===== src/rtl/rc2014_bus_slave.sv =====
// rc2014_bus_slave: RC2014 bus target with strobe sync/filter, window decode, ROM and I/O service
module rc2014_bus_slave #(
  parameter int          SYNC_STAGES   = 2,
  parameter int          GLITCH_CYCLES = 3,
  parameter logic [15:0] ROM_BASE      = 16'h0000,
  parameter int          ROM_AW        = 13,
  parameter logic [7:0]  IO_BASE       = 8'h80,
  parameter int          IO_AW         = 3,
  parameter int          CNT_W         = 16,
  parameter int          LED_DIV       = 0
) (
  input  logic              fpga_clk,
  input  logic              RST,
  input  logic [15:0]       A,
  input  logic [7:0]        D_in,
  output logic [7:0]        D_out,
  output logic              D_oe,
  input  logic              MRQ,
  input  logic              IORQ,
  input  logic              RD,
  input  logic              WR,
  input  logic              M1,
  output logic              DATA_DIR,
  output logic              ADDR_DIR,
  output logic [ROM_AW-1:0] rom_addr,
  input  logic [7:0]        rom_rdata,
  output logic              io_wr_stb,
  output logic [IO_AW-1:0]  io_addr,
  output logic [7:0]        io_wr_data,
  input  logic [7:0]        io_rd_data,
  output logic [CNT_W-1:0]  cycle_count,
  output logic              LED1
);
  typedef enum logic [2:0] {IDLE, ROM_FETCH, DRIVE, IO_WRITE, HOLD} state_t;
  state_t state;
  logic [4:0] raw, f;
  logic mrq, iorq, rd, wr, m1;
  logic rom_hit, io_hit, mem_rd, io_rd, io_wr, start;
  logic [LED_DIV:0] psc;
  assign raw = {M1, WR, RD, IORQ, MRQ};
  assign {m1, wr, rd, iorq, mrq} = f;
  for (genvar i = 0; i < 5; i++) begin : g_strobe
    logic [SYNC_STAGES-1:0] sr;
    logic [3:0] n;
    logic q;
    // Synchronise one strobe, then accept a new level only after it has been stable long enough
    always_ff @(posedge fpga_clk or negedge RST)
      if (!RST) begin
        sr <= '1;
        n  <= '0;
        q  <= 1'b1;
      end else begin
        sr <= {sr[SYNC_STAGES-2:0], raw[i]};
        if (sr[SYNC_STAGES-1] == q) n <= '0;
        else if (n == 4'(GLITCH_CYCLES - 1)) begin
          q <= sr[SYNC_STAGES-1];
          n <= '0;
        end else n <= n + 1'b1;
      end
    assign f[i] = q;
  end
  assign rom_hit  = A[15:ROM_AW] == ROM_BASE[15:ROM_AW];
  assign io_hit   = A[7:IO_AW] == IO_BASE[7:IO_AW];
  assign mem_rd   = !mrq && iorq && !rd && wr && rom_hit;
  assign io_rd    = !iorq && mrq && !rd && wr && m1 && io_hit;
  assign io_wr    = !iorq && mrq && rd && !wr && m1 && io_hit;
  assign start    = !iorq || (!mrq && (!rd || !wr));
  assign DATA_DIR = D_oe;
  assign ADDR_DIR = 1'b0;
  assign LED1     = psc[LED_DIV];
  // Bus cycle sequencer; io_addr follows A while idle so io_rd_data is ready on the decode edge
  always_ff @(posedge fpga_clk or negedge RST)
    if (!RST) begin
      state       <= IDLE;
      D_out       <= '0;
      D_oe        <= 1'b0;
      io_wr_stb   <= 1'b0;
      io_addr     <= '0;
      io_wr_data  <= '0;
      rom_addr    <= '0;
      cycle_count <= '0;
      psc         <= '0;
    end else begin
      io_wr_stb <= 1'b0;
      case (state)
        IDLE: begin
          io_addr <= A[IO_AW-1:0];
          if (mem_rd) begin
            state    <= ROM_FETCH;
            rom_addr <= A[ROM_AW-1:0];
          end else if (io_rd) begin
            state <= DRIVE;
            D_out <= io_rd_data;
            D_oe  <= 1'b1;
          end else if (io_wr) begin
            state      <= IO_WRITE;
            io_wr_data <= D_in;
          end else if (start) state <= HOLD;
          if (mem_rd || io_rd || io_wr) begin
            cycle_count <= cycle_count + 1'b1;
            psc         <= psc + 1'b1;
          end
        end
        ROM_FETCH:
          if (!mrq && !rd) begin
            state <= DRIVE;
            D_out <= rom_rdata;
            D_oe  <= 1'b1;
          end else state <= HOLD;
        DRIVE:
          if (rd) begin
            state <= HOLD;
            D_oe  <= 1'b0;
          end
        IO_WRITE: begin
          io_wr_stb <= 1'b1;
          state     <= HOLD;
        end
        HOLD: if (mrq && iorq && rd && wr) state <= IDLE;
        default: state <= IDLE;
      endcase
    end
endmodule


===== config.mk =====
export PLATFORM = sky130hd
export DESIGN_NAME = rc2014_bus_slave
export DESIGN_NICKNAME = d
export VERILOG_FILES = /design/src/rtl/rc2014_bus_slave.sv
export SDC_FILE = /design/constraint.sdc
export NUM_CORES = 1
export LEC_CHECK = 0
export ABC_AREA = 1
export CORE_MARGIN = 2
export CORE_UTILIZATION = 40
export DETAILED_ROUTE_END_ITERATION = 7
export HOLD_SLACK_MARGIN = 0.02
export PLACE_DENSITY = 0.67
export SLEW_MARGIN = 10
export SYNTH_ARGS = -nofsm -noshare
export SYNTH_HDL_FRONTEND = slang
export SYNTH_SLANG_ARGS = --single-unit

===== constraint.sdc =====
create_clock -name fpga_clk -period 1.6 [get_ports fpga_clk]
set_input_delay 0.16 -clock fpga_clk [delete_from_list [all_inputs] [get_ports fpga_clk]]
set_output_delay 0.16 -clock fpga_clk [all_outputs]
set_load 0.02 [all_outputs]

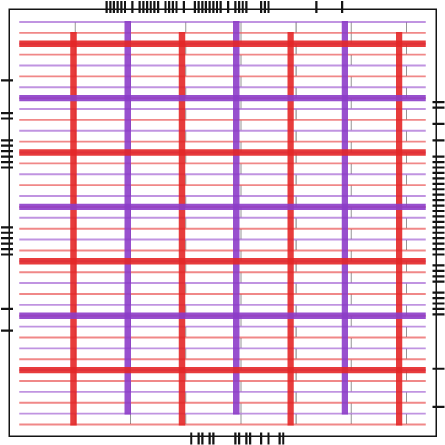
run_1/floorplan.png
(4 px per µm) Pins as bars on the die edge. Tap cells in grey.
- VSS: red
- VDD: purple
- tap cells: 136
- met4 straps: 7
- signal pins: 100

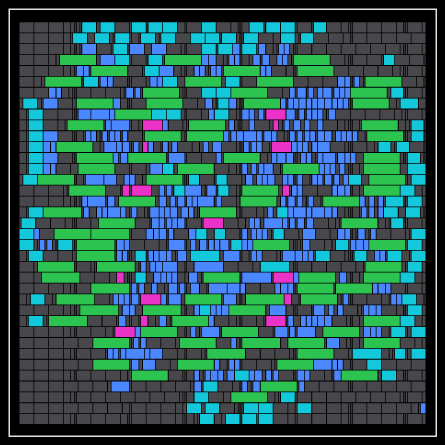
run_1/class_map.png
(4 px per µm) Fill, decap, tap and diode cells in grey.
- remaining buffers and delay cells: cyan (cells 117; share of their area 21%)
- sequential cells: green (cells 89; share of their area 41%)
- remaining logic cells: blue (cells 378; share of their area 35%)
- clock drivers and dummy loads: magenta (cells 16; share of their area 2.9%)
row count: 37
fin area: 5610 µm²
Seq/total area: 0.401
core area: 10,200 µm²
Core Util, Final: 0.548

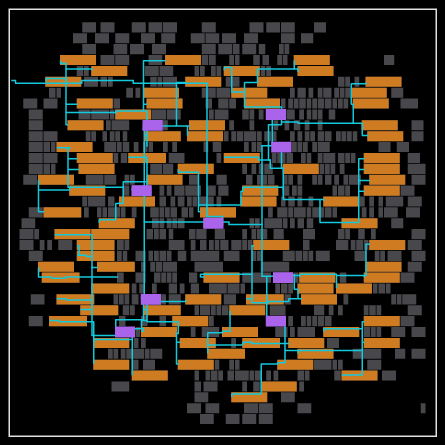
run_1/clock_wires.png
(4 px per µm)
- flip-flops: orange (count 89)
- clock-net drivers: purple (count 9)
- clock wires: cyan (length 1,040 µm)
- flops lie: spread over the die

==> flow_summary.toml, run 1 <==
# implementation run metrics
[worst_setup_path]
slowest_delay_ns = 0.62
startpoint = "cycle_count[15]"
r2r-start = "cycle_count[1]"
rr_worst_depth = 8
crit_type = "flip-flop to primary output"
worst_setup_path_start_kind = "flip-flop"
critPathCapture = "cycle_count[15]"
end_kind = "primary output"
crit_path_top_delay_cell = "clkdlybuf4s50_1"
critical_path.cell_chain = "clkdlybuf4s50_1"
crit_fanout = 4
arrival_ns = 1.36
critPathTopFamily = "buffers and inverters"
path_buffers = 1

[placement]
gp_congestion = 0.871
portBuffers = 98

[logic_synthesis]
postSynthSeqShare = 0.536
ys_sh_adder = 0.0328
syn-num-nets = 537
ys_cells = 479
netlist_instances = 479
netlist.area_leader.share = 0.442
synth-simple-area-share = 0.285
ys_warn_count = 0
synth_chip_area_um2 = 4190
synth.comb.largest_family = "simple AND/OR/NAND/NOR gates"
synthAoiAreaFrac = 0.0314
ys_types = 29
syn_area_per_cell_um2 = 8.75
top_cells_by_area = "dfrtp_1 44%, nand2_1 14%, dfstp_2 9.4%"

[global_route]
grtUsageMet1 = 0.221
grt_pass1_vias = 3414
grt_max_degree = 42
grt_use_total = 0.169
antenna_found_initial = 0

[clocking]
clk_pin_slew_ns = 0.08
cts_buffers = 9
insertion_delay_ns = 0.35
cts_tree = "yes"

[min_path]
whs_endpoint = "g_strobe[1].sr[0]"
min_from = "IORQ"
hold_depth = 1

[drt]
drt_iter0_markers = 84
dr.pass1.iters = 7
via_per_inst = 4.74
wire_per_inst_um = 12.4
routed_wl_um = 9100
routed-via-count = 3491

[layout]
drive_gt1_frac = 0.115
area_growth_pct = 33.8

[power_and_ir_drop]
p_leak_nw = 2.84
power_density_nw_per_um2 = 1270

[run]
max-cap-violations = 0
warning_count = 31

[sta]
final-hold-violation-count = 0
setup_viol = 0

[floorplanning]
die_h_um = 106

[run_status]
status = "finished, final reports clean"
==> run 1: logic make-up (layout without fill, tap and decap cells) <==
group	count (synthesis)	in the layout
AOI/OAI and AO/OA	25	25
xor gates and xnor gates	18	18
adders and majority gates	11	11
buffers and inverters	49	170
DFF	89	89
muxes	9	9
other	1	1
and+or+nand+nor	277	277
==> run 1: sequential cells by signal (all words and copies together) (netlist names), 3 cells and up <==
signal and count:
g_strobe.sr 10, g_strobe.n 20, cycle_count 16, g_strobe.q 5, state 3, io_wr_data 8, D_out 8, rom_addr 13
io_addr 3
==> run 1: through the flow <==
step | setup WS, ns | cells | power, mW | cell area, µm² | hold slack (ns)
6_report | 0.0787 | 736 | 7.10 | 5610 | 0.219
5_1_grt | -0.00254 | 736 | 7.60 | 5610 | 0.207
4_1_cts | 0.00794 | 732 | 7.12 | 5540 | 0.202
3_5_place_dp | -0.156 | 715 | 5.80 | 5380 | 0.0832
3_3_place_gp | -0.0872 | 715 | 5.71 | 5380 | 0.0810
2_1_floorplan | 0.125 | 479 | 4.72 | 4190 | -0.136
==> run 1: cell usage after synthesis <==
library cell / n
a21oi_1: 2
buf_2: 4
buf_4: 5
buf_6: 3
conb_1: 1
dfrtp_1: 74
dfstp_2: 15
ha_1: 11
inv_1: 33
inv_2: 4
mux2_2: 1
mux2i_1: 8
nand2_1: 156
nand2_2: 4
nand2_4: 2
nand3_1: 55
nand3_2: 1
nand3b_4: 1
nand4_1: 6
nor2_1: 47
nor2_2: 2
nor2_4: 2
nor3_1: 1
o21a_1: 1
o21ai_0: 9
o21ai_1: 12
o21ai_2: 1
xnor2_1: 9
xor2_1: 9
==> run 1: what timing repair did <==
action / 4_1_cts / 5_1_grt
hold buffers: 1 / 0
endpoints found under the setup margin: 42 / 28
pin swaps: 0 / 1
resized: 14 / 7
hold endpoints to repair: 20 / 0
buffers inserted: 0 / 4
==> run 1: report_power, final <==
part | switching, mW | internal, mW | leakage (nW)
combinational | 1.50 | 1.15 | 1.60
sequential | 0.369 | 2.79 | 1.15
clock | 0.749 | 0.553 | 0.0866
==> run 1: layout make-up <==
type                            instances  area (µm²)
Sequential cell                        89        2250
Inverter                               37         139
Fill cell                             938        4630
Timing Repair Buffer                  117        1150
Multi-Input combinational cell        341        1740
Clock buffer                           11         131
Tap cell                              136         170
Clock inverter                          5        25.0
==> run 1: layout by cell type (no fill, tap or decap), types with 2 or more instances in the layout <==
cell	netlist	routed
nor2_4	2	3
clkdlybuf4s50_1	0	82
ha_1	11	11
xor2_1	9	9
buf_4	5	16
clkinv_2	0	5
nor2_1	47	46
nand2_4	2	2
dlymetal6s2s_1	0	3
xnor2_1	9	9
inv_2	4	4
dlygate4sd2_1	0	12
a21oi_1	2	2
dfstp_2	15	15
nor2_2	2	2
nand3_1	55	55
dfrtp_1	74	74
nand2_2	4	5
o21ai_1	12	12
o21ai_0	9	9
buf_12	0	3
nand4_1	6	6
nand2_1	156	154
clkbuf_1	0	2
inv_1	33	33
mux2i_1	8	8
clkbuf_8	0	9
==> run 1: metal layers <==
metal,share of wire,wire length [µm],vias to the layer above
met4,0.017,153,0
met5,0,0,-
met3,0.041,370,14
met1,0.45,4110,1638
li1,-,-,1753
met2,0.49,4460,86
run_1/layers.png
(4 px per µm)
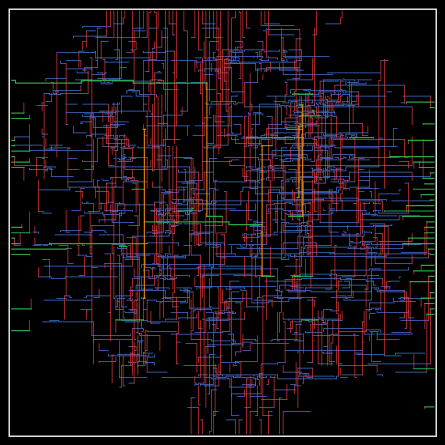

==> run 2, diff against run 1 <==
--- a/config.mk
+++ b/config.mk
@@ -6,11 +6,13 @@
 export NUM_CORES = 1
 export LEC_CHECK = 0
 export ABC_AREA = 1
+export CAP_MARGIN = 20
 export CORE_MARGIN = 2
-export CORE_UTILIZATION = 40
+export CORE_UTILIZATION = 45
+export CTS_CLUSTER_SIZE = 25
 export DETAILED_ROUTE_END_ITERATION = 7
 export HOLD_SLACK_MARGIN = 0.02
-export PLACE_DENSITY = 0.67
+export PLACE_DENSITY = 0.73
 export SLEW_MARGIN = 10
 export SYNTH_ARGS = -nofsm -noshare
 export SYNTH_HDL_FRONTEND = slang
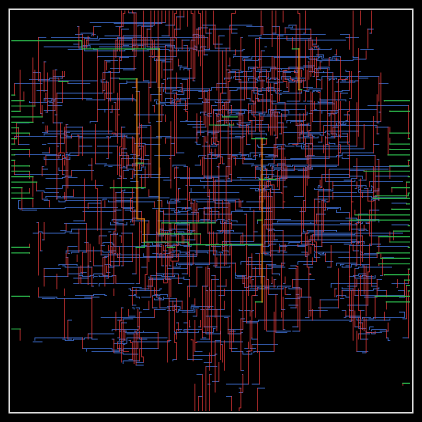
run_2/layers.png
(4 px per µm)
- M4: orange (wire length 140 µm)
- M1: blue (wire length 4,060 µm)
- M2: red (wire length 4,370 µm)
- M3: green (wire length 392 µm)
via count: 3,494
Routed WL per cell: 12.6 µm
Tot GR Track Use: 0.184
WL final: 8970 µm

==> run 2 against run 1 <==
  * Count of clock-buffer cells in the layout unchanged
  * Flip-flop count did not move
  * Die area is 11% lower
  * Power grew 5.4%
  * Core utilization is 6.5 points higher
  * Non-clock buffer count increased by 1
  * Clock skew fell by 0.0014 ns
  * Register-to-register slack lost 0.03 ns
  * Worst hold slack worse by 0.042 ns
  * Sequential share of layout area is essentially flat
  * Sequential power is essentially flat
  * First-iteration DRC count grew 7.1%
  * Critical path type unchanged
==> flow_summary.toml, run 2 <==
# implementation run metrics
[layout]
drive_gt1_frac = 0.116
largest_register = "g_strobe.n"
lay_top_count = "nand2_1"
area_growth_pct = 33.9
reg.largest.list = "g_strobe.n x20, cycle_count x16, rom_addr x13"
final_cell_mix = "155 x nand2_1, 82 x clkdlybuf4s50_1, 74 x dfrtp_1"
final_cell_count_no_fill = 712
largest_reg_flops = 20

[logic_synthesis]
yosys.area.top_type = "dfrtp_1"
ys_warn_count = 0
top_cells_by_area = "dfrtp_1 44%, nand2_1 14%, dfstp_2 9.4%"
ys_cells = 479
ys_async_sr_fraction = 1.00
synthAoiAreaFrac = 0.0314
synth.comb.largest_family = "simple AND/OR/NAND/NOR gates"
postSynthSeqShare = 0.536
netlist.area_leader.share = 0.442
ys_sh_adder = 0.0328
top_cell = "nand2_1"
edf_count = 0
synth-xor-area-share = 0.0376
synthMuxAreaShare = 0.0218
synth-simple-area-share = 0.285
netlist_instances = 479
common_cells = "156 x nand2_1, 74 x dfrtp_1, 55 x nand3_1"
syn_area_per_cell_um2 = 8.75
ys_types = 29
synth_chip_area_um2 = 4190
syn-num-nets = 537

[clocking]
cts_buffers = 9
insertion_delay_ns = 0.36
clk_pin_slew_ns = 0.09
cts_tree = "yes"
clock_sinks = 89

[drt]
dr.pass1.iters = 4
drt_iter0_markers = 90
via_per_inst = 4.91

[placement]
gp_congestion = 0.844
dp_hpwl_um = 6620
portBuffers = 98
place_inst = 692

[worst_setup_path]
crit_fanout = 3
r2r-start = "g_strobe[0].q"
end_kind = "primary output"
crit_type = "flip-flop to primary output"
path_buffers = 1
critical_path.cell_chain = "clkdlybuf4s50_1"
worst_setup_path_start_kind = "flip-flop"
arrival_ns = 1.40
critPathTopFamily = "buffers and inverters"
crit_path_top_delay_cell = "clkdlybuf4s50_1"

[run]
warning_count = 33
max-cap-violations = 0

[power_and_ir_drop]
p_leak_nw = 2.90
power_density_nw_per_um2 = 1330
total_power_mw = 7.49

[global_route]
antenna_found_initial = 0
grt_pass1_vias = 3392
grt_max_degree = 51
grtUsageMet1 = 0.232
grt_pass1_wl_um = 14700

[run_status]
status = "finished, final reports clean"

[floorplanning]
floorplan.rows = 35
core_area_um2 = 9150

[sta]
setup_viol = 0
final-hold-violation-count = 0
==> run 2: cell counts after synthesis <==
Identical to the previous run, type by type.
==> run 2: area by class of cell <==
| cell class | instances | area [µm²] |
|---|---|---|
| flip-flops and latches | 89 | 2250 |
| clock inverters | 5 | 78.8 |
| fillers | 791 | 3540 |
| multi-input cells | 341 | 1720 |
| clock buffers | 11 | 141 |
| repair buffers | 118 | 1140 |
| well taps | 111 | 139 |
| inverters | 37 | 139 |
==> run 2: timing repair <==
| item | in CTS | in global routing |
|---|---|---|
| endpoints found under the setup margin | 12 | 43 |
| hold buffers | 1 | 0 |
| pin swaps | 0 | 1 |
| gates resized | 10 | 8 |
| buffers inserted | 0 | 3 |
| endpoints found under the hold margin | 74 | 0 |
==> run 2: cells by family after synthesis <==
| kind of cell | Yosys count |
|---|---|
| and+or+nand+nor | 277 |
| DFF | 89 |
| buffers and inverters | 49 |
| AOI/OAI and AO/OA | 25 |
| xor gates and xnor gates | 18 |
| adders and majority gates | 11 |
| muxes | 9 |
| other | 1 |
==> run 2: worst reg2reg max path, stage by stage (launching register included) <==
cell and delay (ns):
dfstp_2 0.60, nand3_2 0.10, nor2_2 0.11, nand2_2 0.10
nand2_1 0.16, nand2_4 0.15, nand2_1 0.11, o21ai_1 0.06
==> run 2: worst max path at each step <==
stage                    from              end  slack, ns  cells past startpoint
2_1_floorplan  cycle_count[0]  cycle_count[10]       0.13                      8
6_report                 LED1             LED1       0.04                      1
3_5_place_dp             A[7]         D_out[4]      -0.12                      9
4_1_cts         g_strobe[1].q   cycle_count[1]     -0.003                      9
5_1_grt         g_strobe[0].q         D_out[5]      -0.02                      7
3_3_place_gp             A[7]         D_out[7]      -0.06                      9
==> run 2: metrics by stage <==
step                hold slack [ns]  setup WS (ns)
finish                        0.177         0.0444
global route                  0.189        -0.0189
CTS                           0.175       -0.00297
detailed placement           0.0200         -0.122
global placement             0.0218        -0.0637
floorplan                    -0.136          0.125
==> run 2: report_power, final <==
part	internal, mW	switching [mW]	total, mW
clock network	0.921	0.786	1.71
logic	1.14	1.47	2.61
registers	2.79	0.386	3.17
==> run 2: per-layer routing <==
layer	wire, µm	vias up
li1	-	1752
met1	4060	1645
met2	4370	86
met3	391	11
met4	139	0
met5	0	-
No activity file was given, so power comes from the tool's default toggle rates.
